--- src/rtl/brisc_pkg.sv ---
// Shared types and line geometry for the L1-to-memory path.
package brisc_pkg;

  typedef enum logic [2:0] {
    DRAIN,
    IDLE,
    WB,
    RD_ISSUE,
    RD_WAIT,
    RESP
  } mem_arb_state_e;

  localparam int LINE_BYTES       = 16;
  localparam int WORDS_PER_LINE   = 4;
  localparam int LINE_OFFSET_BITS = 4;

endpackage

--- src/rtl/mem_rr_arb.sv ---
// Two-way round-robin between I-cache (bit 0) and D-cache (bit 1); grant is combinational.
// The last-granted pointer moves only when the owner commits a grant via advance.
module mem_rr_arb (
  input  logic       clk,
  input  logic       reset,
  input  logic [1:0] req,
  input  logic       advance,
  output logic [1:0] grant
);

  logic last_dc_q;
  logic last_dc_d;

  always_comb begin
    grant     = req;
    last_dc_d = last_dc_q;
    // On a tie the requester that did not win last time goes first.
    if (req == 2'b11) begin
      grant = last_dc_q ? 2'b01 : 2'b10;
    end
    if (advance && (grant != 2'b00)) begin
      last_dc_d = grant[1];
    end
  end

  always_ff @(posedge clk) begin
    if (!reset) begin
      last_dc_q <= 1'b0;
    end else begin
      last_dc_q <= last_dc_d;
    end
  end

endmodule

--- src/rtl/mem_arbiter.sv ---
// Serializes I/D line fills and D-cache write-backs onto the single memory port.
// Reads: mem_req 1 cycle after grant, fill_valid DATA_TRANSFER_TIME+2 after; write-backs: 4 store beats.
module mem_arbiter
  import brisc_pkg::*;
#(
  parameter int ADDRESS_WIDTH      = 32,
  parameter int FILL_DATA_WIDTH    = 128,
  parameter int WORD_WIDTH         = 32,
  parameter int DATA_TRANSFER_TIME = 5
) (
  input  logic                       clk,
  input  logic                       reset,
  input  logic                       ic_req,
  input  logic [ADDRESS_WIDTH-1:0]   ic_addr,
  output logic                       ic_fill_valid,
  input  logic                       dc_req,
  input  logic [ADDRESS_WIDTH-1:0]   dc_addr,
  output logic                       dc_fill_valid,
  output logic [FILL_DATA_WIDTH-1:0] fill_data,
  input  logic                       dc_evict,
  input  logic [ADDRESS_WIDTH-1:0]   dc_evict_addr,
  input  logic [FILL_DATA_WIDTH-1:0] dc_evict_data,
  output logic                       dc_evict_done,
  output logic                       mem_req,
  output logic                       mem_store,
  output logic                       mem_store_word,
  output logic [ADDRESS_WIDTH-1:0]   mem_address,
  output logic [WORD_WIDTH-1:0]      mem_evict_data,
  input  logic [FILL_DATA_WIDTH-1:0] mem_fill_data,
  input  logic                       mem_response_valid,
  output logic                       err_unexpected_resp
);

  localparam int DCW = $clog2(DATA_TRANSFER_TIME + 2);
  localparam logic [DCW-1:0] DRAIN_LAST = DCW'(DATA_TRANSFER_TIME);

  mem_arb_state_e state_q, state_d;
  logic [1:0]     beat_q, beat_d;
  logic [DCW-1:0] drain_cnt_q, drain_cnt_d;
  logic           sel_dc_q, sel_dc_d;

  logic                       mem_req_q, mem_req_d;
  logic                       mem_store_q, mem_store_d;
  logic                       mem_store_word_q, mem_store_word_d;
  logic [ADDRESS_WIDTH-1:0]   mem_address_q, mem_address_d;
  logic [WORD_WIDTH-1:0]      mem_evict_data_q, mem_evict_data_d;
  logic                       ic_fill_valid_q, ic_fill_valid_d;
  logic                       dc_fill_valid_q, dc_fill_valid_d;
  logic [FILL_DATA_WIDTH-1:0] fill_data_q, fill_data_d;
  logic                       dc_evict_done_q, dc_evict_done_d;
  logic                       err_q, err_d;

  logic [1:0]                                grant;
  logic                                      arb_advance;
  logic [ADDRESS_WIDTH-1:0]                  rd_addr;
  logic [ADDRESS_WIDTH-1:0]                  wb_base;
  logic [WORDS_PER_LINE-1:0][WORD_WIDTH-1:0] evict_words;

  assign rd_addr     = grant[1] ? dc_addr : ic_addr;
  assign wb_base     = {dc_evict_addr[ADDRESS_WIDTH-1:LINE_OFFSET_BITS], {LINE_OFFSET_BITS{1'b0}}};
  assign evict_words = dc_evict_data;

  mem_rr_arb u_rr_arb (
    .clk     (clk),
    .reset   (reset),
    .req     ({dc_req, ic_req}),
    .advance (arb_advance),
    .grant   (grant)
  );

  always_comb begin
    state_d          = state_q;
    beat_d           = beat_q;
    drain_cnt_d      = drain_cnt_q;
    sel_dc_d         = sel_dc_q;
    arb_advance      = 1'b0;
    mem_req_d        = 1'b0;
    mem_store_d      = 1'b0;
    mem_store_word_d = 1'b0;
    mem_address_d    = '0;
    mem_evict_data_d = '0;
    ic_fill_valid_d  = 1'b0;
    dc_fill_valid_d  = 1'b0;
    dc_evict_done_d  = 1'b0;
    fill_data_d      = fill_data_q;
    err_d            = err_q | (mem_response_valid && (state_q != RD_WAIT) && (state_q != DRAIN));

    case (state_q)
      // Memory's delay line is not reset, so stale responses are swallowed here.
      DRAIN: begin
        if (drain_cnt_q == DRAIN_LAST) begin
          state_d = IDLE;
        end else begin
          drain_cnt_d = drain_cnt_q + DCW'(1);
        end
      end
      IDLE: begin
        if (dc_evict) begin
          state_d = WB;
          beat_d  = 2'd0;
        end else if (grant != 2'b00) begin
          arb_advance   = 1'b1;
          sel_dc_d      = grant[1];
          state_d       = RD_ISSUE;
          mem_req_d     = 1'b1;
          mem_address_d = {rd_addr[ADDRESS_WIDTH-1:LINE_OFFSET_BITS], {LINE_OFFSET_BITS{1'b0}}};
        end
      end
      WB: begin
        if (beat_q == 2'd3) begin
          state_d = IDLE;
        end else begin
          beat_d = beat_q + 2'd1;
        end
      end
      RD_ISSUE: state_d = RD_WAIT;
      RD_WAIT: begin
        if (mem_response_valid) begin
          fill_data_d     = mem_fill_data;
          state_d         = RESP;
          dc_fill_valid_d = sel_dc_q;
          ic_fill_valid_d = !sel_dc_q;
        end
      end
      RESP:    state_d = IDLE;
      default: state_d = DRAIN;
    endcase

    // Store beat outputs are registered, so they follow the beat being entered.
    if (state_d == WB) begin
      mem_req_d        = 1'b1;
      mem_store_d      = 1'b1;
      mem_store_word_d = 1'b1;
      mem_address_d    = wb_base + ADDRESS_WIDTH'({beat_d, 2'b00});
      mem_evict_data_d = evict_words[beat_d];
      dc_evict_done_d  = (beat_d == 2'd3);
    end
  end

  always_ff @(posedge clk) begin
    if (!reset) begin
      state_q          <= DRAIN;
      beat_q           <= '0;
      drain_cnt_q      <= '0;
      sel_dc_q         <= 1'b0;
      mem_req_q        <= 1'b0;
      mem_store_q      <= 1'b0;
      mem_store_word_q <= 1'b0;
      mem_address_q    <= '0;
      mem_evict_data_q <= '0;
      ic_fill_valid_q  <= 1'b0;
      dc_fill_valid_q  <= 1'b0;
      fill_data_q      <= '0;
      dc_evict_done_q  <= 1'b0;
      err_q            <= 1'b0;
    end else begin
      state_q          <= state_d;
      beat_q           <= beat_d;
      drain_cnt_q      <= drain_cnt_d;
      sel_dc_q         <= sel_dc_d;
      mem_req_q        <= mem_req_d;
      mem_store_q      <= mem_store_d;
      mem_store_word_q <= mem_store_word_d;
      mem_address_q    <= mem_address_d;
      mem_evict_data_q <= mem_evict_data_d;
      ic_fill_valid_q  <= ic_fill_valid_d;
      dc_fill_valid_q  <= dc_fill_valid_d;
      fill_data_q      <= fill_data_d;
      dc_evict_done_q  <= dc_evict_done_d;
      err_q            <= err_d;
    end
  end

  assign mem_req             = mem_req_q;
  assign mem_store           = mem_store_q;
  assign mem_store_word      = mem_store_word_q;
  assign mem_address         = mem_address_q;
  assign mem_evict_data      = mem_evict_data_q;
  assign ic_fill_valid       = ic_fill_valid_q;
  assign dc_fill_valid       = dc_fill_valid_q;
  assign fill_data           = fill_data_q;
  assign dc_evict_done       = dc_evict_done_q;
  assign err_unexpected_resp = err_q;

endmodule

--- config.mk ---
export PLATFORM = sky130hd
export DESIGN_NAME = mem_arbiter
export DESIGN_NICKNAME = d
export VERILOG_FILES = /design/src/rtl/brisc_pkg.sv /design/src/rtl/mem_rr_arb.sv /design/src/rtl/mem_arbiter.sv
export SDC_FILE = /design/constraint.sdc
export NUM_CORES = 1
export LEC_CHECK = 0
export CAP_MARGIN = 40
export CORE_AREA = 5 5 211 213
export CTS_BUF_LIST = sky130_fd_sc_hd__clkbuf_4
export DETAILED_ROUTE_END_ITERATION = 16
export DIE_AREA = 0 0 216 218
export GPL_ROUTABILITY_DRIVEN = 0
export GPL_TIMING_DRIVEN = 0
export PLACE_DENSITY = 0.53
export SLEW_MARGIN = 40
export SYNTH_ARGS = -nofsm -noshare
export SYNTH_HDL_FRONTEND = slang
export SYNTH_SLANG_ARGS = --single-unit
--- constraint.sdc ---
create_clock -name clk -period 4.3 [get_ports clk]
set_input_delay 0.86 -clock clk [delete_from_list [all_inputs] [get_ports clk]]
set_output_delay 0.86 -clock clk [all_outputs]
set_load 0.01 [all_outputs]
==> git commit body, run 1 <==
Log flow metrics for this revision

- The number of maximum-capacitance violations recorded for the run is 0.
- Final worst slack: 1.59 ns
- After the last flow step, the layout net total stands at 2,171.
- IR drop worst, VDD: 0.236 mV
* Setup TNS: 0 ns
- Largest register FFs: 128
* Final hold violation count: 0
- The type recorded for the worst min-delay path is reg2reg.
* Tool warnings: 39
* Power share of the sequential group: 42.1%
- Syn Std Cell Area: 9990 µm²
- Reg2reg path depth: 7
- The final layout contains a sequential cell count of 206.
* Net Switching: 0.00122 W
- The internal power of the cells totals 0.00339 W.
- 760 cells are multi-input combinational gates.
- TritonCTS built the clock tree.
- Measured slew at the worst slew-check pin: 0.824 ns
- After legalization and detailed placement, the total HPWL measured 38,600 µm.
* Leakage: 6.08 nW
- Buffers added to address setup during post-CTS repair amount to 0.
- The report puts the hold buffer count at CTS at 0.
- Derived from the worst setup path, the maximum achievable clock frequency is 369 MHz.
* Chain of cells forming the critical path: clkdlybuf4s50_1 -> or3b_1 -> buf_2 -> clkbuf_1 -> a2111oi_0 -> a211oi_1 -> a211oi_2
- The switching portion of total power comes to 26.5%.
- Setup slack after placement: 0.888 ns
- Skew final: 0.0454 ns
* Count of vias placed by the detailed router: 11,241
- Antenna fix cells: 4
- Area Overhead vs Synth: 69.4%
* Nature of the critical path startpoint: primary input
- Initial antenna violation count: 7
- The layout has 4,386 filler cells.
* Worst hold slack after final layout: 0.461 ns
- Count of input and output buffers: 541
- Number of sinks driven by the clock tree: 206
* Proportion of cell area occupied by registers: 24.4%
- Worst-skew pair later-pin latency: 0.73 ns
- Kind of end point of the critical path: flip-flop
* Fraction of power consumed by the clock network: 43.8%
* Fraction of registers with async set or reset after synthesis: 0%
- Drt first-iter violations: 574
- For flop-to-flop paths, the worst setup slack is 1.91 ns.
- Number of gates given a new drive strength after cts: 0
- For reference, the critical path is launched at dc_evict.
- Clock tree synthesis selected as its root buffer the cell sky130_fd_sc_hd__clkbuf_4.
* Number of top-level pins: 557
- Clock buf count: 92
- The flow reports that combinational logic draws 14.1% of the design power.
- The plain and repair buffers instantiated in the layout total 674.
- Area of the core: 42,500 µm²
- Share of final-layout standard cells stronger than drive strength 1: 9.49%
- Class of the most critical setup path: in2reg
* Total global routing track utilization: 19.6%
- Leftover overflow at the end of global routing: 0
- The number of global-route vias before repair was 11,923.
- Tapcells inserted: 546
- After synthesis, the design contains 1,199 cells according to Yosys.
- In this run the critical register-to-register path is launched from state_q[0]$_SDFF_PN0_.
- Power comes to 0.00460 W.
- Clock-pin slew on the worst setup and hold paths: 0.06 ns
* Cell group occupying the most layout area: buffers
- Leaving out the clock tree, the finished layout contains an inverter count of 101.
* Destination of the critical timing path: mem_evict_data[13]$_SDFF_PN0_
- Routed WL per cell: 20.3 µm
- Final max-slew violation count: 0
* Combinational share of cell area: 29.0%
* Power density over the cells: 272 nW/µm²
* Critical path required time: 4.93 ns
- Final critical path time including I/O delays and setup: 2.71 ns
- Chip Area: 47,100 µm²
* Routed Antenna Nets: 0
- The iteration count recorded for the first detailed-route pass is 5.
- Sum of routed wire length over all layers: 48,800 µm
* Worst path arrival time: 3.34 ns
- No sink is reached through more buffers than the 3 on the longest clock path.
* Die Y: 218 µm
- Post-route period utilization is reported as 63.1%.
- Combined area of the multi-input logic cells: 4920 µm²
- Sorting the Yosys area breakdown by cell type puts at the top sky130_fd_sc_hd__dfxtp_1.
- Clock tree synthesis inserted a total of 68 buffers.
- Run status: finished clean
* Global-route wire length before repair: 71,700 µm
- Top logic cells by instance count in the layout: sky130_fd_sc_hd__clkdlybuf4s50_1 (541), sky130_fd_sc_hd__nand2_1 (264), sky130_fd_sc_hd__dfxtp_1 (206)
- Synth Seq Share: 41.3%
- The synthesized design contains 206 register bits.
- Core Rows: 76
* Delay contributed by the slowest stage of the critical path: 0.81 ns
- The worst hold path was traced through 2 stages.
- Normalized max-slew margin: 43.7%
- Highest fanout seen on the critical path: 10
* Worst flop-to-flop path endpoint: mem_address[24]$_SDFF_PN0_
- Top cell excl fill/tap: sky130_fd_sc_hd__clkdlybuf4s50_1
- Horizontal die dimension: 216 µm
- Synthesis produced 1,199 cells.
- Pre-placement core utilization: 23.5%
* Number of distinct library cell variants in the gate-level netlist after synthesis: 48
- Per the CTS log, the maximum H-tree level is 3.
- Commonest register cell after synthesis: sky130_fd_sc_hd__dfxtp_1
* Final-report setup violation count: 0
- The layout report lists the combined flip-flop and latch area as 4120 µm².
- Non-clock buffering takes up 35.4% of total cell area after layout.
- Per the detail_route report, vias per standard cell equal 4.68.
- Largest net degree at the start of global routing: 11
* Startpoint of the worst hold path: fill_data[86]$_SDFFE_PN0P_
- Setup repair after global routing left no endpoint under its margin.
* Yosys warning count: 0
- Clock cells make up 4.83% of the layout cell area.
- Post-synthesis, Yosys gives the total cell area as 9990 µm².
* Area leader share: 41.3%
- Per the post-synthesis stats, the area per cell is 8.33 µm².
==> run 1: cells by family (layout without fill, tap and decap cells) <==
group | count (synthesis) | count (layout) | share of synthesized area (%)
compound gates | 364 | 364 | 29.4
xor+xnor | 2 | 2 | 0.175
fa+ha+maj | 2 | 2 | 0.250
buf+inv | 234 | 888 | 9.57
flops | 206 | 206 | 41.3
mux | 28 | 28 | 2.80
other cells | 1 | 6 | 0.0375
simple gates | 362 | 362 | 16.5
==> run 1: power groups by stage <==
stage | logic, W | clock network [W] | registers, W
after floorplan | 0.000221 | 0 | 0.00199
after global placement | 0.000644 | 0 | 0.00198
after detailed placement | 0.000648 | 0 | 0.00198
after CTS | 0.000654 | 0.00212 | 0.00194
after global routing | 0.000697 | 0.00223 | 0.00194
final | 0.000650 | 0.00202 | 0.00194
==> run 1: critical path: cells and delay by family <==
| kind | cells | cell delay [ns] |
|---|---|---|
| AND-OR/OR-AND | 3 | 1.17 |
| buffers and inverters | 3 | 0.95 |
| AND/OR/NAND/NOR | 1 | 0.35 |
==> run 1: stage by stage <==
step	std cells	cell area, µm²
after floorplan	1200	10000
after global placement	2287	16100
after detailed placement	2287	16100
after CTS	2400	16900
after global routing	2402	16900
final	2404	16900
==> run 1: cells in the mapped netlist (all sizes together) (2+ instances only) <==
library cell and n:
clkbuf 94, nand2b 2, a211oi 92, nor3b 33, mux2i 28, nor3 30, and3 4, a21boi 129
nand3 2, nor4bb 2, a2111oi 97, nor2 5, nand4b 2, nor2b 7, o21ai 2, a21oi 36
or3b 4, dfxtp 206, inv 101, and2 4, nand2 264, buf 39, ha 2
==> run 1: layer usage <==
layer	GRT usage, %	vias to the layer above	wire length [µm]
met5	0	-	13
met3	9.76	88	5330
met2	34.4	495	23800
met1	21.1	5192	18700
met4	5.09	2	1060
li1	-	5464	-
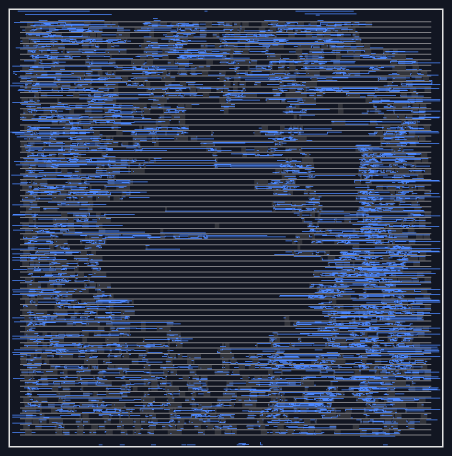
Figure 1: run 1, M1 wires.
(2 px per µm) Supply wires on this layer in grey. Cells faint in the background.
- main direction: horizontal
- longest straight run: 70.8 µm

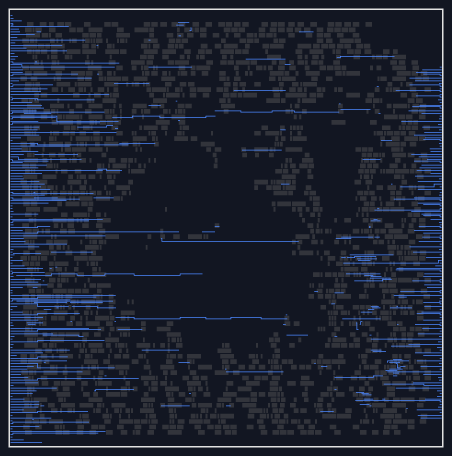
Figure 2: run 1, met3 routing.
(2 px per µm) Cells faint in the background.
- wire length on this layer: 5,330 µm
- share of all routed wire: 11%
- longest straight run: 70.6 µm

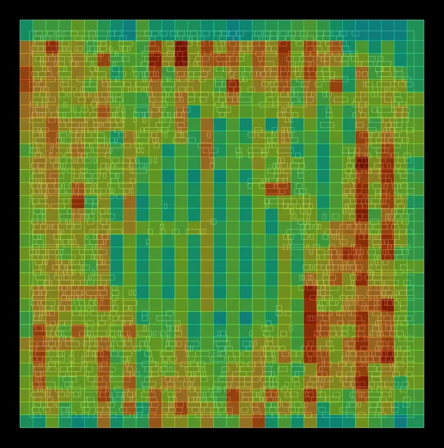
Figure 3: run 1, routing congestion map.
global route hottest layer: met2
met1 Resource Use GR: 21.1%
met2 Usage GRT: 34.4%
global routing usage on met3: 9.76%

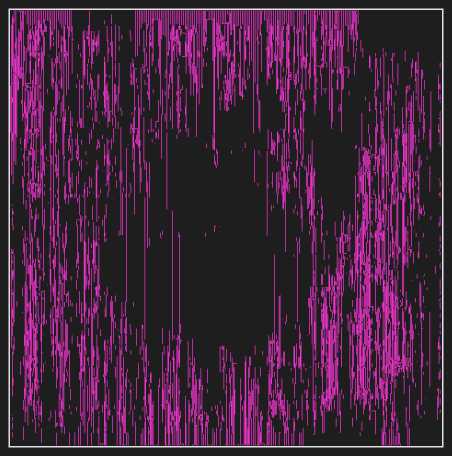
Figure 4: run 1, metal 2.
(2 px per µm)
- share of all routed wire: 49%
- wire length on this layer: 23.8 mm
- nets with wire on the layer: 1,836
- main direction: vertical
- longest straight run: 84.0 µm

## Run 2: what changed since run 1
- CORE_AREA: 5 5 211 213 -> 5 5 213 215
- DIE_AREA: 0 0 216 218 -> 0 0 218 220
- PLACE_DENSITY: 0.53 -> 0.52
- clock period: 4.3 -> 2.8 ns (I/O delays scaled with it)
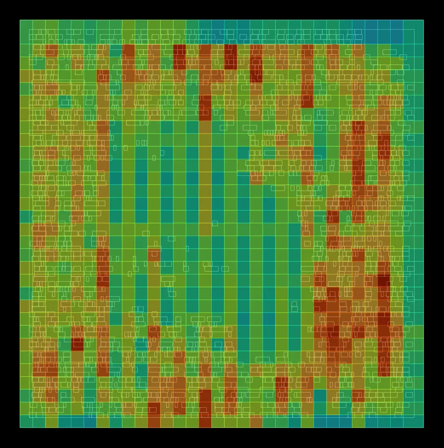
Figure 5: run 2, routing congestion map.
met1 Resource Use GR: 20.5%
final cell utilization of the core: 39.1%
Routed WL per cell: 19.5 µm
global routing usage on met3: 8.61%
total global routing track utilization: 18.7%

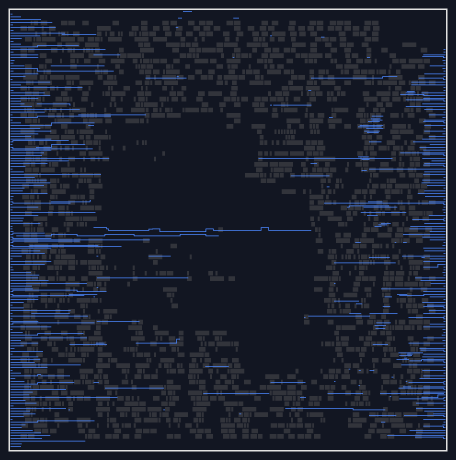
Figure 6: run 2, met3 routing.
(2 px per µm) Cells faint in the background.
sum of routed wire length over all layers: 47,700 µm
count of vias placed by the detailed router: 11,176

==> run 2 against run 1 <==
Sequential share of layout area decreased by 0.13 points. First-iteration DRC count decreased by 33%. Via count decreased by 0.58%. Die size increased by 1.9%. Power increased by 55%. Non-clock buffer count unchanged. Cell area increased by 0.52%. Worst setup slack got worse by 1.3 ns. Critical path type is now reg2reg. Critical endpoint is now mem_evict_data[24]$_SDFF_PN0_. Largest power group unchanged.
==> git commit body, run 2 <==
Log flow metrics for this revision

- The final critical path takes up 91.4% of the cycle.
* Final max-slew violation count: 0 (unchanged)
- The number of failing hold endpoints at the final stage was 0 (unchanged).
- The biggest cell delay along the critical path is 0.84 ns (+0.03 ns).
- Filler cell count in the final layout: 4,513 (+2.9%)
* Skew final: 0.0338 ns (-0.0115 ns)
- The number of logic gates was 760 (unchanged).
- Area Overhead vs Synth: 70.2%
- The area figure in the yosys stat output is 9990 µm² (unchanged).
- The areal power density over the cells is 419 nW/µm² (+54%).
* Class of the most critical setup path: reg2reg
- Walking the worst path, the cells encountered are buf_2 -> nand3b_1 -> buf_2 -> buf_2 -> a2111oi_0 -> a211oi_1 -> a211oi_2.
* Design internal power: 0.00529 W (+56%)
- Worst-skew pair later-pin latency: 0.73 ns (about the same)
- Note that the worst hold path type here is in2reg.
* # Cells Yosys: 1,199 (unchanged)
- Derived from the worst setup path, the maximum achievable clock frequency is 391 MHz.
- Maximum clock insertion buffer count: 3 (unchanged)
- The hold-critical path depth was 3 (+1).
- The distinct cell type count after synthesis was 48 (unchanged).
- Leakage: 6.10 nW (+0.33%)
- Clock group: 0.00316 W (+56%)
- The worst setup path is captured at a flip-flop.
- Routed Antenna Nets: 0 (unchanged)
- Pre-placement core utilization: 22.9% (-0.56 points)
- Final worst slack: 0.241 ns (-1.35 ns)
- Number of standard cells after synthesis: 1,199 (unchanged)
* Placed insts: 2,333 (+2.0%)
* Cell group occupying the most layout area: buffers
- The slew at the pin with the worst max-slew slack came to 0.893 ns (+0.0692 ns).
* Tool warnings: 39 (unchanged)
- Die Y: 220 µm (+0.92%)
- The headroom to the max-slew limit was 38.9% (-4.7 points).
* Chip Area: 48,000 µm² (+1.9%)
* CTS Root Buffer Type: sky130_fd_sc_hd__clkbuf_4
- Mean post-synth cell area: 8.33 µm² (unchanged)
* Leftover overflow at the end of global routing: 0 (unchanged)
- Worst flop-to-flop path endpoint: mem_evict_data[24]$_SDFF_PN0_
* Power, Total: 0.00713 W (+55%)
* Cell type with the highest aggregate area in the netlist: sky130_fd_sc_hd__dfxtp_1
- Global-route wire length before repair: 69,000 µm (-3.9%)
* Core Rows: 77 (+1.3%)
- Layout net count: 2,171 (unchanged)
* Dpl hpwl: 37,400 µm (-3.2%)
- Initial antenna violation count: 3 (-4)
- The iteration-0 DRC count of the detailed router was 387 (-33%).
- The post-CTS clock slew at the launch and capture registers of the worst setup and hold paths was 0.06 ns (about the same).
- TritonCTS built the clock tree.
* Htree depth: 3 (unchanged)
* Detailed-route vias per instance: 4.56 (-2.5%)
- Fraction of power consumed by the clock network: 44.3% (+0.5 points)
- Run status: finished clean
* Net switching fraction of the power: 25.8% (-0.63 points)
* Synth Seq Share: 41.3% (unchanged)
* Horizontal die dimension: 218 µm (+0.93%)
* Area of the core: 43,500 µm² (+2.4%)
- Count of non-CTS inverters in the layout: 101 (unchanged)
- Clock-cell share of area: 4.99% (+0.16 points)
- Vias in the first global route: 11,546 (-3.2%)
- Setup slack after placement: -0.291 ns (-1.18 ns)
* Combined flip-flop and latch cell area: 4120 µm² (unchanged)
- The number of buffers added by the clock tree synthesis step was 68 (unchanged).
* Count of input and output buffers: 541 (unchanged)
- The setup TNS after final layout came to 0 ns (unchanged).
- The share of synthesized registers carrying an async set or reset was 0% (unchanged).
- The worst-case reg-to-reg path depth was 7 (unchanged).
* Nature of the critical path startpoint: flip-flop
* Yosys warning count: 0 (unchanged)
- The synthesized cell area was 9990 µm² (unchanged).
- The net switching power is 0.00184 W (+51%).
* Worst path arrival time: 3.17 ns (-0.17 ns)
- Top Consumer: the clock network
- Setup repair after global routing left no endpoint under its margin.
- The sequential share of cell area is 24.2% (-0.13 points).
* Top cell excl fill/tap: sky130_fd_sc_hd__clkdlybuf4s50_1
- Power share of the sequential group: 41.7% (-0.4 points)
* First drt pass iteration count: 4 (-1)
[run 2: cell counts after synthesis]
No cell type changed its count.
[run 2: critical path: cells and delay by family (launching register included)]
| kind | cells | cell delay (ns) |
|---|---|---|
| flops | 1 | 0.39 |
| buf+inv | 3 | 0.70 |
| simple gates | 1 | 0.12 |
| compound gates | 3 | 1.25 |
[run 2: worst max path at each step]
| stage | from | endpoint | slack [ns] | depth (start not counted) |
|---|---|---|---|---|
| after floorplan | dc_evict | mem_evict_data[10]$_SDFF_PN0_ | 0.82 | 7 |
| after CTS | state_q[0]$_SDFF_PN0_ | fill_data[96]$_SDFFE_PN0P_ | 0.16 | 8 |
| after global placement | dc_evict | mem_evict_data[26]$_SDFF_PN0_ | -0.49 | 7 |
| after global routing | state_q[0]$_SDFF_PN0_ | fill_data[36]$_SDFFE_PN0P_ | 0.03 | 7 |
| final | state_q[1]$_SDFF_PN0_ | mem_evict_data[24]$_SDFF_PN0_ | 0.24 | 7 |
| after detailed placement | dc_evict | mem_evict_data[26]$_SDFF_PN0_ | -0.29 | 7 |
[run 2: logic make-up after synthesis]
logic type / count (synthesis) / synth area share, %
xor gates and xnor gates: 2 / 0.175
and+or+nand+nor: 362 / 16.5
adders and majority gates: 2 / 0.250
DFF: 206 / 41.3
buffers and inverters: 234 / 9.57
muxes: 28 / 2.80
AOI/OAI and AO/OA: 364 / 29.4
other: 1 / 0.0375
[run 2: what timing repair did]
action,4_1_cts,5_1_grt
setup endpoints to repair,0,6
resized,0,2
hold buffers,0,0
buffers inserted,0,0
hold endpoints to repair,0,0
[run 2: routing by layer]
layer | GRT usage [%] | routed length [µm] | up-vias
li1 | - | - | 5456
met1 | 20.5 | 18600 | 5165
met2 | 31.8 | 22800 | 486
met3 | 8.61 | 5260 | 65
met4 | 6.55 | 1090 | 4
met5 | 0 | 28 | -
## Run 3: what changed since run 2
- CTS_CLUSTER_DIAMETER: default -> 60
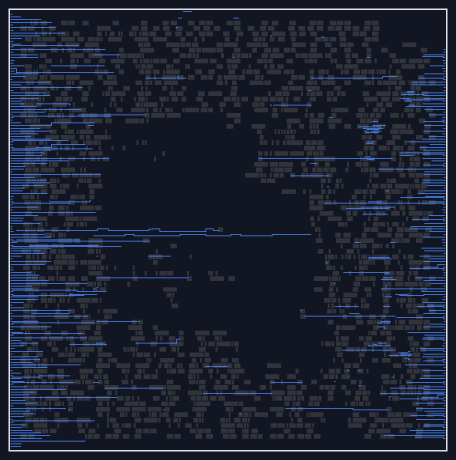
Figure 7: run 3, met3 routing.
(2 px per µm) Cells faint in the background.
sum of routed wire length over all layers: 47,700 µm
count of vias placed by the detailed router: 11,172

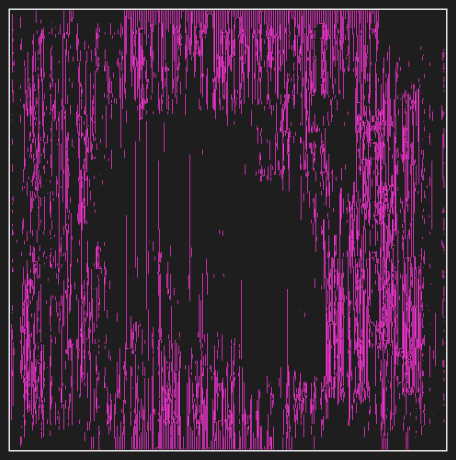
Figure 8: run 3, metal 2.
(2 px per µm)
met2 Usage GRT: 31.9%

==> run 3 against run 2 <==
Register-to-register slack about the same. Worst setup slack worse by 0.0096 ns. Largest cell class unchanged. Wire length shrank 0.17%. Critical path depth stayed put. Global-route usage about the same. Utilization about the same. Synthesized cell count unchanged. Fmax decreased by 0.37%. Combinational power about the same. Power decreased by 0.75%. First-iteration DRC count increased by 8.8%. Critical endpoint is now mem_evict_data[13]$_SDFF_PN0_. Highest routed layer unchanged.
==> git commit body, run 3 <==
Log flow metrics for this revision

- Run status: finished clean
- Per the cell usage report, the commonest logic cell in the layout is sky130_fd_sc_hd__clkdlybuf4s50_1.
* Die Y: 220 µm (unchanged)
- Entering global routing, the biggest net connects 11 pins.
- Clock buf count: 97
* Filler cell count in the final layout: 4,518 (+0.11%)
- Vias in the first global route: 11,543 (-0.026%)
- The number of antenna diodes in the final layout is 1.
* Area Overhead vs Synth: 70.1% (about the same)
* Layout Cell Area excl Fill: 17,000 µm²
* Tool warnings: 39 (unchanged)
- By area, the class that comes first in the final layout consists of buffers.
- The clock-cell share of area came to 4.92% (-0.063 points).
- The warning count from the yosys run was 0 (unchanged).
- The clock latency reported for the late side of the worst-skew pair was 0.73 ns (about the same).
* Total global routing track utilization: 18.6% (-0.034 points)
- The starting density of the core was 22.9% (unchanged).
* CTS Root Buffer Type: sky130_fd_sc_hd__clkbuf_4
* Hold-fix buffers at CTS: 0 (unchanged)
* Hold WC Path Type: in2reg
- The biggest cell delay along the critical path came to 0.72 ns (-0.12 ns).
* Cell repeated most along the worst path: sky130_fd_sc_hd__buf_2
* CTS tree: yes
* Detailed-routed wire length on met3: 5240 µm (-0.55%)
- Dpl hpwl: 37,400 µm (unchanged)
- The via density per instance is 4.56 (about the same).
- Synth Seq Share: 41.3% (unchanged)
- Non-clock buffers make up 35.3% of the layout cell area.
- Tapcells inserted: 592
* Maximum clock frequency: 389 MHz (-0.37%)
* Global-route wire length before repair: 68,800 µm (-0.18%)
- Across the whole layout, multi-input logic makes up 29.0% of the cell area.
- The setup TNS after final layout was 0 ns (unchanged).
* Non-filler instance count after layout: 2,451
* Skew final: 0.0280 ns (-0.00582 ns)
- Dominant cells by area after synthesis: sky130_fd_sc_hd__dfxtp_1 (41%), sky130_fd_sc_hd__nand2_1 (9.9%), sky130_fd_sc_hd__a21boi_0 (9.7%), sky130_fd_sc_hd__a2111oi_0 (8.4%), sky130_fd_sc_hd__a211oi_1 (4.7%)
* Slack of the worst reg-to-reg path: 0.23 ns
- Count of non-CTS inverters in the layout: 101 (unchanged)
- Multi-input comb cells: 760 (unchanged)
- Routed Antenna Nets: 0 (unchanged)
* Cell type with the highest aggregate area in the netlist: sky130_fd_sc_hd__dfxtp_1
* Nature of the critical path startpoint: flip-flop
- There are 206 flip-flops and latches.
- Looking at the VDD voltage map, the peak drop is 0.338 mV.
* Reg2reg path depth: 7 (unchanged)
* Detailed-route wire length on metal 1: 18,500 µm (-0.39%)
* DR top layer: met5
- Count of maximum capacitance violations: 0
* Fraction of registers with async set or reset after synthesis: 0% (unchanged)
- Startpoint of the worst hold path: mem_fill_data[24]
* Worst path arrival time: 3.17 ns (about the same)
- Per the GRT log, the top usage layer is met2.
- Per the layout area report, the combinational gate area comes to 4920 µm².
- Final worst slack: 0.232 ns (-0.00958 ns)
- Residual DRC: 0
* Largest register FFs: 128
- Drt first-iter violations: 421 (+8.8%)
- The post-placement cell count is 2,333 (unchanged).
- The number of input and output port buffers inserted came to 541 (unchanged).
* Number of buffers inserted during clock tree synthesis: 68 (unchanged)
- Worst flop-to-flop path endpoint: mem_evict_data[13]$_SDFF_PN0_
- The cell count listed in synth_stat.txt was 1,199 (unchanged).
* Cell depth of the worst hold path: 3 (unchanged)
* Layout net count: 2,171 (unchanged)
* Commonest register cell after synthesis: sky130_fd_sc_hd__dfxtp_1
- Normalized max-slew margin: 42.0% (+3.0 points)
- Measured slew at the worst slew-check pin: 0.849 ns (-0.0444 ns)
- Yosys reports that the leading cell type by area covers 41.3% of the netlist area.
* First drt pass iteration count: 5 (+1)
* Synthesis-stage register bit count: 206
- Proportion of cell area occupied by registers: 24.3% (about the same)
* Final max-slew violation count: 0 (unchanged)
- Maximum clock insertion buffer count: 3 (unchanged)
- The met1 demand-to-capacity share in global routing came to 20.4% (-0.081 points).
* Combined flip-flop and latch cell area: 4120 µm² (unchanged)
* Class of the most critical setup path: reg2reg
- Number of distinct library cell variants in the gate-level netlist after synthesis: 48 (unchanged)
* Syn Std Cell Area: 9990 µm² (unchanged)
- Top logic cells by instance count in the layout: sky130_fd_sc_hd__clkdlybuf4s50_1 (541), sky130_fd_sc_hd__nand2_1 (264), sky130_fd_sc_hd__dfxtp_1 (206)
* Clock-pin slew on the worst setup and hold paths: 0.06 ns (about the same)
* Post-synthesis cell type with the largest instance count: sky130_fd_sc_hd__nand2_1
* Initial antenna violation count: 3 (unchanged)
- The gate count of the mapped netlist was 1,199 (unchanged).
* Final-report setup violation count: 0
- The H-tree level count is 3 (unchanged).
- Critical path required time: 3.40 ns
- Leftover overflow at the end of global routing: 0 (unchanged)
- The die area was 48,000 µm² (unchanged).
* Highest fanout seen on the critical path: 10
* Beginning of the worst register-to-register path: state_q[1]$_SDFF_PN0_
- Kind of end point of the critical path: flip-flop
- Number of enable flip-flop cells: 0
* Capture endpoint of the worst hold path: fill_data[24]$_SDFFE_PN0P_
- Non-clock buffers in the final layout number 674.
* Core Rows: 77 (unchanged)
* Number of gates given a new drive strength after cts: 0 (unchanged)
* Detailed-routed wire length on met2: 22,900 µm (+0.41%)
- The slowest stage of the critical path is the sky130_fd_sc_hd__a2111oi_1 cell.
* Horizontal die dimension: 218 µm (unchanged)
- Traced cell by cell, the critical path runs through buf_2 -> nand3b_1 -> buf_2 -> clkbuf_1 -> a2111oi_1 -> a21oi_1 -> a211oi_2.
* Global routing usage on met3: 8.61% (unchanged)
* List of most frequent post-synthesis cells: sky130_fd_sc_hd__nand2_1 (264), sky130_fd_sc_hd__dfxtp_1 (206), sky130_fd_sc_hd__a21boi_0 (129), sky130_fd_sc_hd__inv_1 (100), sky130_fd_sc_hd__a2111oi_0 (96)
* RSZ-0062 raised after global routing: false
- The area figure in the yosys stat output came to 9990 µm² (unchanged).
- The post-CTS setup-driven buffer insertion count is 0 (unchanged).
- Number of sinks driven by the clock tree: 206
- Routed WL per cell: 19.4 µm (-0.12%)
- Final hold violation count: 0 (unchanged)
* Number of top-level pins: 557
- The areal power density over the cells was 416 nW/µm² (-0.69%).
* Setup slack after placement: -0.291 ns (unchanged)
* Share of final-layout standard cells stronger than drive strength 1: 9.42%
* Area of the core: 43,500 µm² (unchanged)
* Mean post-synth cell area: 8.33 µm² (unchanged)
- Ratio of final minimum period to clock period: 91.7% (+0.34 points)
* Leakage: 6.09 nW (-0.13%)
* Final critical path time including I/O delays and setup: 2.57 ns
- Summing all placed instances gives a cell area of 16,200 µm².
run 3: cell counts after synthesis:
Identical to the previous run, type by type.
run 3: critical path, delay by kind of cell (launching register included):
family                 cells  cell delay, ns
and+or+nand+nor            1            0.12
DFF                        1            0.39
AOI/OAI and AO/OA          3            1.18
buffers and inverters      3            0.75
run 3: metrics by stage:
stage	util, %	hold WS, ns	power, W
floorplan	-	0.404	0.00339
global placement	37.1	0.450	0.00403
detailed placement	37.1	0.456	0.00403
CTS	39.0	0.253	0.00726
global route	39.0	0.282	0.00749
finish	39.0	0.388	0.00708
run 3: worst max path at each step:
stage	from	endpoint	slack, ns	cells after the start
3_5_place_dp	dc_evict	mem_evict_data[26]$_SDFF_PN0_	-0.29	7
4_1_cts	state_q[0]$_SDFF_PN0_	fill_data[96]$_SDFFE_PN0P_	0.16	8
3_3_place_gp	dc_evict	mem_evict_data[26]$_SDFF_PN0_	-0.49	7
5_1_grt	state_q[0]$_SDFF_PN0_	fill_data[36]$_SDFFE_PN0P_	0.04	7
6_report	state_q[1]$_SDFF_PN0_	mem_evict_data[13]$_SDFF_PN0_	0.23	7
2_1_floorplan	dc_evict	mem_evict_data[10]$_SDFF_PN0_	0.82	7
run 3: kinds of logic (layout without fill, tap and decap cells):
logic type	after synthesis	count (layout)	synth area share [%]
AND-OR/OR-AND	364	364	29.4
AND/OR/NAND/NOR	362	362	16.5
buffers and inverters	234	892	9.57
flip-flops	206	206	41.3
multiplexers	28	28	2.80
adder cells (fa/ha/maj)	2	2	0.250
XOR/XNOR	2	2	0.175
other	1	3	0.0375
run 3: power breakdown:
group / switching [W] / internal [W]
Combinational: 0.000372 / 0.000621
Sequential: 0.0000165 / 0.00296
Clock: 0.00143 / 0.00168
Total: 0.00182 / 0.00526
Power and IR drop assume default switching activity.
